--- src/rtl/mem_port_arbiter_if.sv ---
// Bundle of client handshakes and memory strobes around mem_port_arbiter.
// master = clients + memory side, slave = arbiter side.
interface mem_port_arbiter_if #(
  parameter int DW = 8,
  parameter int AW = 4
);
  logic          req0;
  logic          we0;
  logic [AW-1:0] addr0;
  logic [DW-1:0] wdata0;
  logic          ack0;
  logic          err0;
  logic          req1;
  logic          we1;
  logic [AW-1:0] addr1;
  logic [DW-1:0] wdata1;
  logic          ack1;
  logic          err1;
  logic [DW-1:0] rdata;
  logic          busy;
  logic          mem_wr;
  logic          mem_rd;
  logic [AW-1:0] mem_addr;
  logic [DW-1:0] mem_din;
  logic [DW-1:0] mem_dout;

  modport master (
    output req0, we0, addr0, wdata0, req1, we1, addr1, wdata1, mem_dout,
    input  ack0, err0, ack1, err1, rdata, busy, mem_wr, mem_rd, mem_addr, mem_din
  );

  modport slave (
    input  req0, we0, addr0, wdata0, req1, we1, addr1, wdata1, mem_dout,
    output ack0, err0, ack1, err1, rdata, busy, mem_wr, mem_rd, mem_addr, mem_din
  );
endinterface

--- src/rtl/mem_port_arbiter.sv ---
// Two-client round-robin arbiter that serialises read/write requests into
// single-port memory strobe sequences, with range checking and registered outputs.
module mem_port_arbiter #(
  parameter int DW    = 8,
  parameter int AW    = 4,
  parameter int DEPTH = 11
) (
  input  logic              clk,
  input  logic              rst,
  mem_port_arbiter_if.slave bus
);

  typedef enum logic [1:0] {IDLE, ISSUE, CAPTURE, ACK} state_e;

  localparam logic [AW:0] DEPTH_W = (AW + 1)'(DEPTH);

  state_e        state_q, state_d;
  logic          gnt_q, gnt_d;
  logic          we_q, we_d;
  logic          prio_q, prio_d;
  logic          ack0_q, ack0_d;
  logic          ack1_q, ack1_d;
  logic          err0_q, err0_d;
  logic          err1_q, err1_d;
  logic          busy_q, busy_d;
  logic          mem_wr_q, mem_wr_d;
  logic          mem_rd_q, mem_rd_d;
  logic [AW-1:0] mem_addr_q, mem_addr_d;
  logic [DW-1:0] mem_din_q, mem_din_d;
  logic [DW-1:0] rdata_q, rdata_d;

  logic          win;
  logic          sel_we;
  logic [AW-1:0] sel_addr;
  logic [DW-1:0] sel_wdata;
  logic          sel_ok;

  // prio_q names the requester that wins a tie; it flips to the loser on every grant
  always_comb begin
    win       = (bus.req0 && bus.req1) ? prio_q : bus.req1;
    sel_we    = win ? bus.we1    : bus.we0;
    sel_addr  = win ? bus.addr1  : bus.addr0;
    sel_wdata = win ? bus.wdata1 : bus.wdata0;
    sel_ok    = {1'b0, sel_addr} < DEPTH_W;
  end

  always_comb begin
    state_d    = state_q;
    gnt_d      = gnt_q;
    we_d       = we_q;
    prio_d     = prio_q;
    ack0_d     = 1'b0;
    ack1_d     = 1'b0;
    err0_d     = 1'b0;
    err1_d     = 1'b0;
    mem_wr_d   = 1'b0;
    mem_rd_d   = 1'b0;
    mem_addr_d = mem_addr_q;
    mem_din_d  = mem_din_q;
    rdata_d    = rdata_q;

    unique case (state_q)
      IDLE: begin
        if (bus.req0 || bus.req1) begin
          gnt_d  = win;
          we_d   = sel_we;
          prio_d = ~win;
          if (sel_ok) begin
            state_d    = ISSUE;
            mem_wr_d   = sel_we;
            mem_rd_d   = ~sel_we;
            mem_addr_d = sel_addr;
            mem_din_d  = sel_wdata;
          end else begin
            state_d = ACK;
            ack0_d  = ~win;
            ack1_d  = win;
            err0_d  = ~win;
            err1_d  = win;
          end
        end
      end
      ISSUE: begin
        if (we_q) begin
          state_d = ACK;
          ack0_d  = ~gnt_q;
          ack1_d  = gnt_q;
        end else begin
          state_d  = CAPTURE;
          mem_rd_d = 1'b1;
        end
      end
      CAPTURE: begin
        // memory read data is registered, so it is valid during this cycle
        rdata_d = bus.mem_dout;
        state_d = ACK;
        ack0_d  = ~gnt_q;
        ack1_d  = gnt_q;
      end
      ACK: state_d = IDLE;
      default: state_d = IDLE;
    endcase

    busy_d = (state_d != IDLE);
  end

  always_ff @(posedge clk or negedge rst) begin
    if (!rst) begin
      state_q    <= IDLE;
      gnt_q      <= 1'b0;
      we_q       <= 1'b0;
      prio_q     <= 1'b0;
      ack0_q     <= 1'b0;
      ack1_q     <= 1'b0;
      err0_q     <= 1'b0;
      err1_q     <= 1'b0;
      busy_q     <= 1'b0;
      mem_wr_q   <= 1'b0;
      mem_rd_q   <= 1'b0;
      mem_addr_q <= '0;
      mem_din_q  <= '0;
      rdata_q    <= '0;
    end else begin
      state_q    <= state_d;
      gnt_q      <= gnt_d;
      we_q       <= we_d;
      prio_q     <= prio_d;
      ack0_q     <= ack0_d;
      ack1_q     <= ack1_d;
      err0_q     <= err0_d;
      err1_q     <= err1_d;
      busy_q     <= busy_d;
      mem_wr_q   <= mem_wr_d;
      mem_rd_q   <= mem_rd_d;
      mem_addr_q <= mem_addr_d;
      mem_din_q  <= mem_din_d;
      rdata_q    <= rdata_d;
    end
  end

  assign bus.ack0     = ack0_q;
  assign bus.ack1     = ack1_q;
  assign bus.err0     = err0_q;
  assign bus.err1     = err1_q;
  assign bus.busy     = busy_q;
  assign bus.mem_wr   = mem_wr_q;
  assign bus.mem_rd   = mem_rd_q;
  assign bus.mem_addr = mem_addr_q;
  assign bus.mem_din  = mem_din_q;
  assign bus.rdata    = rdata_q;

endmodule

--- src/flat_wrapper.sv ---
// flat-port wrapper written by rule: the top's interface ports become plain ports
module mem_port_arbiter_flat 
#(
  parameter int DW    = 8,
  parameter int AW    = 4,
  parameter int DEPTH = 11
)
  (clk, rst, bus_req0, bus_we0, bus_addr0, bus_wdata0, bus_req1, bus_we1, bus_addr1, bus_wdata1, bus_mem_dout, bus_ack0, bus_err0, bus_ack1, bus_err1, bus_rdata, bus_busy, bus_mem_wr, bus_mem_rd, bus_mem_addr, bus_mem_din);
  mem_port_arbiter_if #(.DW(DW), .AW(AW)) bus_i ();
  input  logic clk;
  input  logic rst;
  input wire logic [$bits(bus_i.req0)-1:0] bus_req0;
  input wire logic [$bits(bus_i.we0)-1:0] bus_we0;
  input wire logic [$bits(bus_i.addr0)-1:0] bus_addr0;
  input wire logic [$bits(bus_i.wdata0)-1:0] bus_wdata0;
  input wire logic [$bits(bus_i.req1)-1:0] bus_req1;
  input wire logic [$bits(bus_i.we1)-1:0] bus_we1;
  input wire logic [$bits(bus_i.addr1)-1:0] bus_addr1;
  input wire logic [$bits(bus_i.wdata1)-1:0] bus_wdata1;
  input wire logic [$bits(bus_i.mem_dout)-1:0] bus_mem_dout;
  output wire logic [$bits(bus_i.ack0)-1:0] bus_ack0;
  output wire logic [$bits(bus_i.err0)-1:0] bus_err0;
  output wire logic [$bits(bus_i.ack1)-1:0] bus_ack1;
  output wire logic [$bits(bus_i.err1)-1:0] bus_err1;
  output wire logic [$bits(bus_i.rdata)-1:0] bus_rdata;
  output wire logic [$bits(bus_i.busy)-1:0] bus_busy;
  output wire logic [$bits(bus_i.mem_wr)-1:0] bus_mem_wr;
  output wire logic [$bits(bus_i.mem_rd)-1:0] bus_mem_rd;
  output wire logic [$bits(bus_i.mem_addr)-1:0] bus_mem_addr;
  output wire logic [$bits(bus_i.mem_din)-1:0] bus_mem_din;
  assign bus_i.req0 = bus_req0;
  assign bus_i.we0 = bus_we0;
  assign bus_i.addr0 = bus_addr0;
  assign bus_i.wdata0 = bus_wdata0;
  assign bus_i.req1 = bus_req1;
  assign bus_i.we1 = bus_we1;
  assign bus_i.addr1 = bus_addr1;
  assign bus_i.wdata1 = bus_wdata1;
  assign bus_i.mem_dout = bus_mem_dout;
  assign bus_ack0 = bus_i.ack0;
  assign bus_err0 = bus_i.err0;
  assign bus_ack1 = bus_i.ack1;
  assign bus_err1 = bus_i.err1;
  assign bus_rdata = bus_i.rdata;
  assign bus_busy = bus_i.busy;
  assign bus_mem_wr = bus_i.mem_wr;
  assign bus_mem_rd = bus_i.mem_rd;
  assign bus_mem_addr = bus_i.mem_addr;
  assign bus_mem_din = bus_i.mem_din;
  mem_port_arbiter #(.DW(DW), .AW(AW), .DEPTH(DEPTH)) u_core (.clk(clk), .rst(rst), .bus(bus_i));
endmodule
--- config.mk ---
export PLATFORM = sky130hd
export DESIGN_NAME = mem_port_arbiter_flat
export DESIGN_NICKNAME = d
export VERILOG_FILES = /design/src/rtl/mem_port_arbiter_if.sv /design/src/rtl/mem_port_arbiter.sv /design/src/flat_wrapper.sv
export SDC_FILE = /design/constraint.sdc
export NUM_CORES = 1
export LEC_CHECK = 0
export CORE_ASPECT_RATIO = 1.2
export CORE_UTILIZATION = 42
export CTS_CLUSTER_SIZE = 30
export DETAILED_ROUTE_END_ITERATION = 12
export GPL_ROUTABILITY_DRIVEN = 0
export PLACE_DENSITY_LB_ADDON = 0.3
export SYNTH_ARGS = -nofsm -noshare
export SYNTH_HDL_FRONTEND = slang
export SYNTH_SLANG_ARGS = --single-unit
export TNS_END_PERCENT = 5
--- constraint.sdc ---
create_clock -name clk -period 2.55 [get_ports clk]
set_input_delay 0.51 -clock clk [delete_from_list [all_inputs] [get_ports clk]]
set_output_delay 0.51 -clock clk [all_outputs]
set_load 0.01 [all_outputs]
==> images/registers.png <==
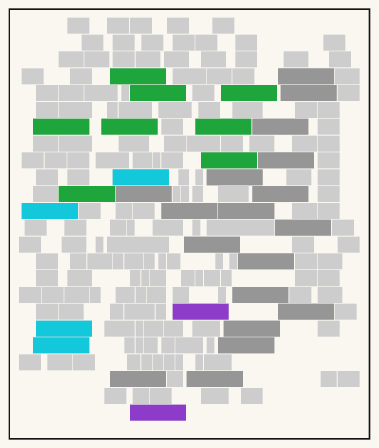
name in the netlist	color	flops
`u_core.bus.mem_din`	green	8
`u_core.state_q`	purple	2
`u_core.bus.mem_addr`	cyan	4

==> images/gate_families.png <==
The bar under the picture is 20 um long.
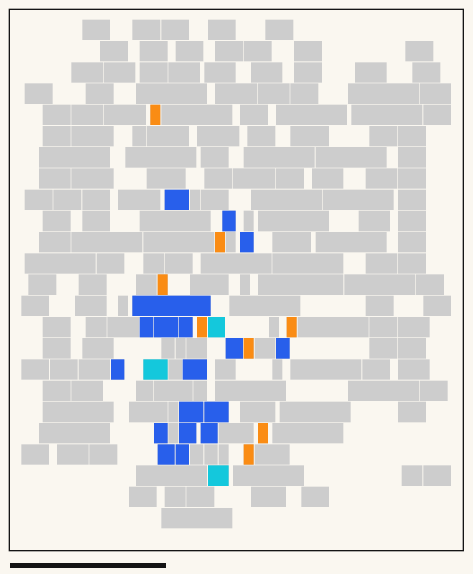
family	color	cells
inverting AOI/OAI gates	blue	18
AND and OR gates	cyan	3
inverters	orange	8

==> impl_metrics.csv <==
group,metric,value,unit
clock_tree,cts_buffer_depth,2,
route,drc,6,
route,top_layer_used,"met4",
final_layout,fin_util,65.7,%
die,fp_util,43.9,%
worst_setup_path,crit_start,"bus_req1",
route,antenna_left,0,
pwr,top_power_group,"combinational logic",
logic_synthesis,yosys_most_used_dff,"dfrtp_1",
logic_synthesis,yosys_area,0.00158,mm2
logic_synthesis,post_synth_ao_oa_area_fraction,10.3,%
timing,post-route-period-util,79.8,%
final_layout,layout.cells.most_common_list,"64 x clkdlybuf4s50_1, 32 x dfrtp_1, 22 x mux2_2, 8 x inv_1, 8 x mux2_4",
logic_synthesis,ys_seq_share,50.7,%
hold_path,hp-class,"reg -> reg",
pwr,p_clk_share,17.8,%
route,wl_per_cell,15.1,um
timing,finalMaxSlewViolations,0,
status,failed_checks,"design-rule violations",
logic_synthesis,ys.flops,32,
logic_synthesis,synth.avg_cell_area,12.8,um2
logic_synthesis,netlist.area_leader.share,50.7,%
logic_synthesis,top_cells_by_count,"32 x dfrtp_1, 22 x mux2_2, 8 x inv_1, 8 x mux2_4, 7 x nand2_1",
logic_synthesis,top_area_cell,"dfrtp_1",
logic_synthesis,ys_sh_adder,3.17,%
route,vias,1205,
clock_tree,numCtsBuffers,5,
final_layout,final_common_cell,"clkdlybuf4s50_1",
global_routing,grt_max_degree,33,
status,status,"complete, but fails checks",
route,drt_iter0_markers,29,
die,row_count,24,
clock_tree,cts_setup_buffers,0,
worst_setup_path,cp_top_family,"buffers and inverters",
final_layout,drive_gt1_share,25.8,%
logic_synthesis,yosys_cells,123,
global_routing,antenna_found_initial,0,
worst_setup_path,worst-path-buf-inv,2,
logic_synthesis,edf_count,0,
worst_setup_path,end_kind,"flop",
worst_setup_path,required,2710,ps
place,dpl_cell_area,0.00226,mm2
worst_setup_path,cp_slowest_cell,"clkdlybuf4s50_1",
global_routing,use_met3,4.66,%
worst_setup_path,r2r_start,"u_core.state_q[0]",
worst_setup_path,r2r-end,"u_core.bus.mem_din[2]",
timing,holdWs,508,ps
global_routing,grt_overflow,0,
worst_setup_path,reg2reg_slack,610,ps
timing,rsz0062_at_grt,"no",
worst_setup_path,arrival,2200,ps
pwr,comb_cell_power,1.28,mW
worst_setup_path,crit_type,"in -> reg",
timing,fin_setup_tns,0,ps
worst_setup_path,slowest_delay,610,ps
clock_tree,clockRootBuffer,"clkbuf_8",
route,wl_met2,1830,um
pwr,combPwrFrac,48.7,%
timing,fmax,491,MHz
worst_setup_path,path_max_fanout,11,
logic_synthesis,xor_share,0,%
clock_tree,htree_num_levels,2,
run,maxCapViolCount,0,
place,placedCellCount,225,
final_layout,nets,235,
logic_synthesis,async_reset_ff_share,100,%
pwr,intPower,1.81,mW
pwr,p_switching,0.822,mW
timing,hold_violations,0,
==> images/final_clocks.png <==
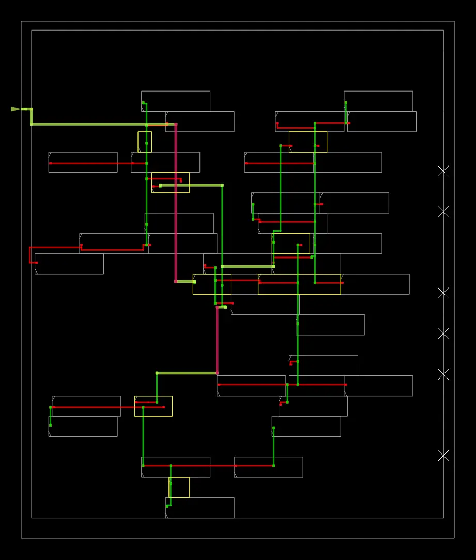
registers: 32
Clk. pwr: 0.468 mW
Clock Skews: 2.56 ps
clk latency late pin: 280 ps

flip-flops by register name, summed over array words and instances (netlist names), 2 cells and up:
signal and count:
u_core.bus.mem_din 8, u_core.bus.rdata 8, u_core.bus.mem_addr 4, u_core.state_q 2
stage by stage:
step | total power, mW | setup slack [ps]
after floorplan | 1.59 | 674
after global placement | 2.12 | 265
after detailed placement | 2.17 | 228
after CTS | 2.66 | 533
after global routing | 2.80 | 458
final | 2.63 | 514
final cells by class:
type / instances / area (um2)
Multi-Input combinational cell: 77 / 699
Sequential cell: 32 / 801
Tap cell: 39 / 48.8
Clock buffer: 5 / 68.8
Timing Repair Buffer: 69 / 678
Inverter: 8 / 30.0
Clock inverter: 3 / 42.5
Fill cell: 300 / 1230
Power and IR drop assume default switching activity.
